File: src/rtl/uart_pkg.sv
// Shared types and defaults for the UART receive path.
// RX_FIFO_ERR_TAG_EN (macro) selects whether buffered entries carry the receiver error tag.
package uart_pkg;

    localparam int UART_DATA_BITS  = 8;
    localparam int UART_FIFO_DEPTH = 8;

    // Bit order matches Rx_Error: [2] frame, [1] parity, [0] break
    typedef struct packed {
        logic frame;
        logic parity;
        logic brk;
    } rx_err_t;

    localparam logic [2:0] RX_ERR_NONE = 3'b000;

endpackage

File: src/rtl/uart_fifo_ram.sv
// Storage array for the receive FIFO: one synchronous write port, one asynchronous read port.
// Contents are deliberately not reset.
module uart_fifo_ram #(
    parameter int WIDTH = 8,
    parameter int DEPTH = 8,
    parameter int AW    = $clog2(DEPTH)
) (
    input  logic             clk,
    input  logic             we,
    input  logic [AW-1:0]    waddr,
    input  logic [WIDTH-1:0] wdata,
    input  logic [AW-1:0]    raddr,
    output logic [WIDTH-1:0] rdata
);

    logic [WIDTH-1:0] mem [DEPTH];

    always_ff @(posedge clk) begin
        if (we) mem[waddr] <= wdata;
    end

    assign rdata = mem[raddr];

endmodule

File: src/rtl/uart_rx_fifo.sv
// Receive buffer between the UART receiver and the host read side, with RTS flow control.
// Define RX_FIFO_ERR_TAG_EN to store and return the 3-bit receiver error tag per byte.
module uart_rx_fifo
    import uart_pkg::*;
#(
    parameter int DATA_BITS   = UART_DATA_BITS,
    parameter int FIFO_DEPTH  = UART_FIFO_DEPTH,
    parameter int FULL_THRESH = FIFO_DEPTH / 2
) (
    input  logic                 SysClk,
    input  logic                 Rst,
    input  logic [DATA_BITS-1:0] Data_In,
    input  logic                 Data_Rdy,
    input  logic [2:0]           Rx_Error,
    input  logic                 Read_Done,
    output logic [DATA_BITS-1:0] Data_Out,
    output logic [2:0]           Err_Out,
    output logic                 FIFO_Empty,
    output logic                 FIFO_Full,
    output logic                 FIFO_Overflow,
    output logic                 RTS
);

    localparam int AW = $clog2(FIFO_DEPTH);
    localparam int CW = AW + 1;
`ifdef RX_FIFO_ERR_TAG_EN
    localparam int W = DATA_BITS + 3;
`else
    localparam int W = DATA_BITS;
`endif

    logic [AW-1:0] wr_ptr, rd_ptr;
    logic [CW-1:0] count;
    logic          tag_ok, at_depth, rd_en, wr_en, ovf_set;
    logic [W-1:0]  wdata, rdata;

`ifdef RX_FIFO_ERR_TAG_EN
    rx_err_t err_in;
    assign err_in = rx_err_t'(Rx_Error);
    assign tag_ok = 1'b1;
    assign wdata  = {err_in, Data_In};
`else
    // Errored bytes are dropped at the door, so they never count toward overflow
    assign tag_ok = (Rx_Error == RX_ERR_NONE);
    assign wdata  = Data_In;
`endif

    assign at_depth = (count == CW'(FIFO_DEPTH));
    assign rd_en    = Read_Done && (count != '0);
    // A pop in the same cycle frees the slot the write needs when full
    assign wr_en    = Data_Rdy && tag_ok && (!at_depth || rd_en);
    assign ovf_set  = Data_Rdy && tag_ok && at_depth && !Read_Done;

    uart_fifo_ram #(
        .WIDTH (W),
        .DEPTH (FIFO_DEPTH),
        .AW    (AW)
    ) u_ram (
        .clk   (SysClk),
        .we    (wr_en),
        .waddr (wr_ptr),
        .wdata (wdata),
        .raddr (rd_ptr),
        .rdata (rdata)
    );

    always_ff @(posedge SysClk or negedge Rst) begin
        if (!Rst) begin
            wr_ptr        <= '0;
            rd_ptr        <= '0;
            count         <= '0;
            FIFO_Overflow <= 1'b0;
        end else begin
            if (wr_en) wr_ptr <= wr_ptr + 1'b1;
            if (rd_en) rd_ptr <= rd_ptr + 1'b1;
            count <= count + CW'(wr_en) - CW'(rd_en);
            if (ovf_set) FIFO_Overflow <= 1'b1;
        end
    end

    always_ff @(posedge SysClk or negedge Rst) begin
        if (!Rst) begin
            Data_Out <= '0;
        end else if (rd_en) begin
            Data_Out <= rdata[DATA_BITS-1:0];
        end
    end

`ifdef RX_FIFO_ERR_TAG_EN
    always_ff @(posedge SysClk or negedge Rst) begin
        if (!Rst) begin
            Err_Out <= RX_ERR_NONE;
        end else if (rd_en) begin
            Err_Out <= rdata[W-1 -: 3];
        end
    end
`else
    assign Err_Out = RX_ERR_NONE;
`endif

    assign FIFO_Empty = (count == '0);
    assign FIFO_Full  = (count >= CW'(FULL_THRESH));
    assign RTS        = ~FIFO_Full;

endmodule

File: config.mk
export PLATFORM = sky130hd
export DESIGN_NAME = uart_rx_fifo
export DESIGN_NICKNAME = d
export VERILOG_FILES = /design/src/rtl/uart_pkg.sv /design/src/rtl/uart_fifo_ram.sv /design/src/rtl/uart_rx_fifo.sv
export SDC_FILE = /design/constraint.sdc
export NUM_CORES = 1
export LEC_CHECK = 0
export CAP_MARGIN = 20
export CORE_MARGIN = 4
export CORE_UTILIZATION = 40
export DETAILED_ROUTE_END_ITERATION = 10
export DONT_BUFFER_PORTS = 1
export GPL_TIMING_DRIVEN = 0
export MAX_ROUTING_LAYER = met4
export SLEW_MARGIN = 20
export SYNTH_ARGS = -nofsm -noshare
export SYNTH_HDL_FRONTEND = slang
export SYNTH_SLANG_ARGS = --single-unit
File: constraint.sdc
create_clock -name SysClk -period 3.7 [get_ports SysClk]
set_input_delay 0.74 -clock SysClk [delete_from_list [all_inputs] [get_ports SysClk]]
set_output_delay 0.74 -clock SysClk [all_outputs]
set_load 0.02 [all_outputs]
ff_map.png
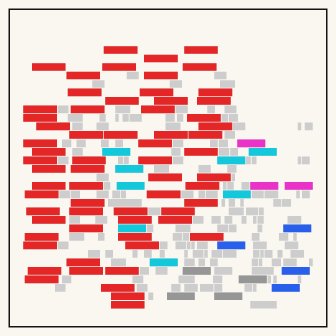
count -> blue  # sequential cells 4, where bottom right
Data_Out -> cyan  # sequential cells 8
rd_ptr -> magenta  # sequential cells 3
u_ram.mem -> red  # sequential cells 64
register area: 2400 sq um
final core occ: 46.1%
fraction of area in registers: 62.3%
Seq power: 1.31 mW

layers.png
Two of the layers only.
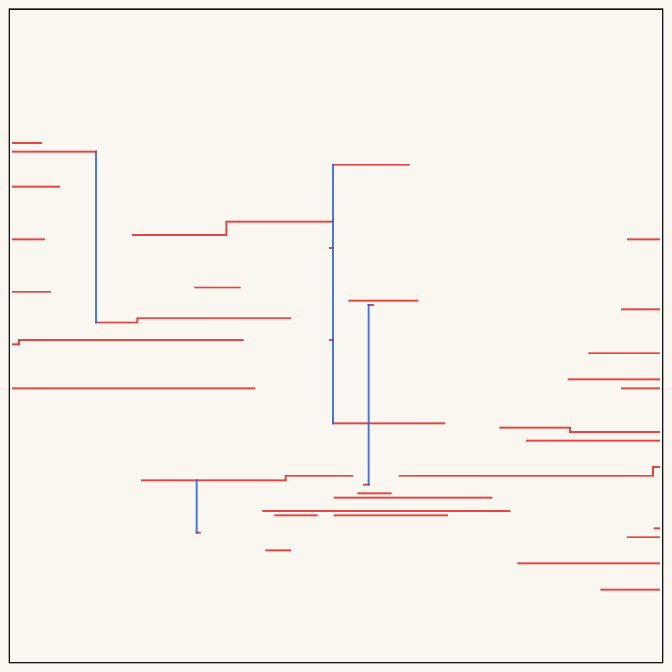
M3 -> red  # wire length 515 um
M4 -> blue  # wire length 103 um
Avg WL per Cell: 20.4 um
Total GRT Usage: 15.4%
Vias: 1787

m3.png
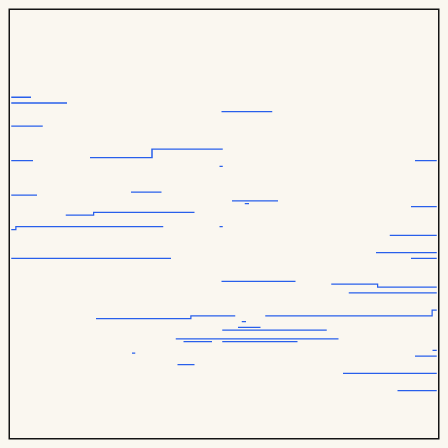
main direction = horizontal
nets with wire on the layer = 27
share of all routed wire = 7.5%
wire length on this layer = 515 um

pinout.png
Pins as bars across the die edge, other pins in gray.
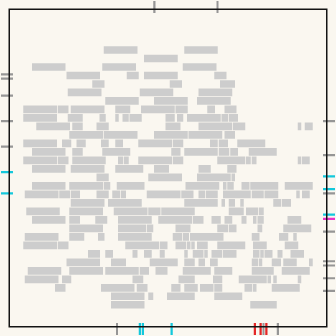
Rx_Error -> red  # pins 3, direction input, edge bottom
FIFO_Empty -> magenta  # pins 1, direction output, edge right
Data_Out -> cyan  # pins 8, direction output, edge 3 bottom, 3 right, 2 left
all pins by edge = 12 right, 9 bottom, 7 left, 2 top

congestion_map.png
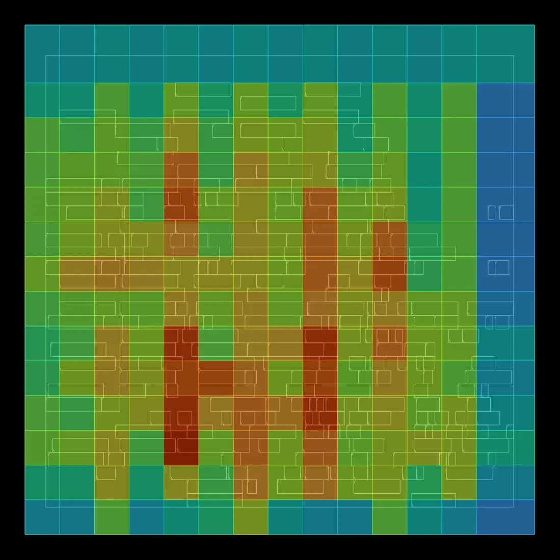
M1 GR Usage: 18.5%
grt met2 use: 23.8%
busiest grt layer: met2
met3 usage: 5.99%

==> stage by stage <==
step | worst slack (ns) | hold slack [ns] | power (mW)
global placement | 0.205 | 0.445 | 2.11
floorplan | 1.17 | 0.444 | 1.92
CTS | 1.19 | 0.0509 | 2.78
finish | 1.20 | 0.0742 | 2.75
detailed placement | 1.03 | 0.445 | 2.15
global route | 1.05 | 0.0401 | 2.91
==> worst reg2reg max path, cell delays in order, from the launching register on <==
cell,delay [ns]
dfrtp_1,0.37
inv_1,0.12
ha_1,0.20
nor3b_1,0.28
nand2b_1,0.17
buf_2,0.27
mux2i_1,0.23
ha_1,0.20
inv_1,0.06
fa_1,0.38
xnor2_1,0.13
==> changes_impl.md <==
## Implementation

* WL final at 6900 um
* AND-OR/OR-AND Cells, Area Fraction at 7.81%
* Most used flip-flop cell: edfxtp_1
* Diodes inserted at 0
* Clock Skews at 0.0114 ns
* XOR Share, Synth at 1.51%
* Combinational fraction of the cell area at 26.1%
* Buffering overhead at 2.34%
* Setup crit end kind: flip-flop
* Post-synth top area share at 55.3%
* Startpoint class of the critical path: flip-flop
* Non-clk bufs at 13
* CP Data Arrival Time at 2.74 ns
* Worst Path Max Fanout at 10
* Leakage power at 1.40 nW
* Worst R2R Start: count[2]
* CP bufs+invs at 3
* Max-cap violations at 0
* Status: complete, no violations
* GPL Wtd Cong at 0.741
* First-pass GRT wire length at 10900 um
* Tap cells at 105
* Cell count after placement at 323
* Net Sw Frac at 34.1%
* Synth Seq Share at 69.0%
* MUX area fraction at 10.8%
* Delay-heaviest family, CP: adder cells
* Pre-Repair DR Iteration Count at 4
* Fmax at 400 MHz
Power figures rest on the tool's default switching activity, not on a simulated workload.
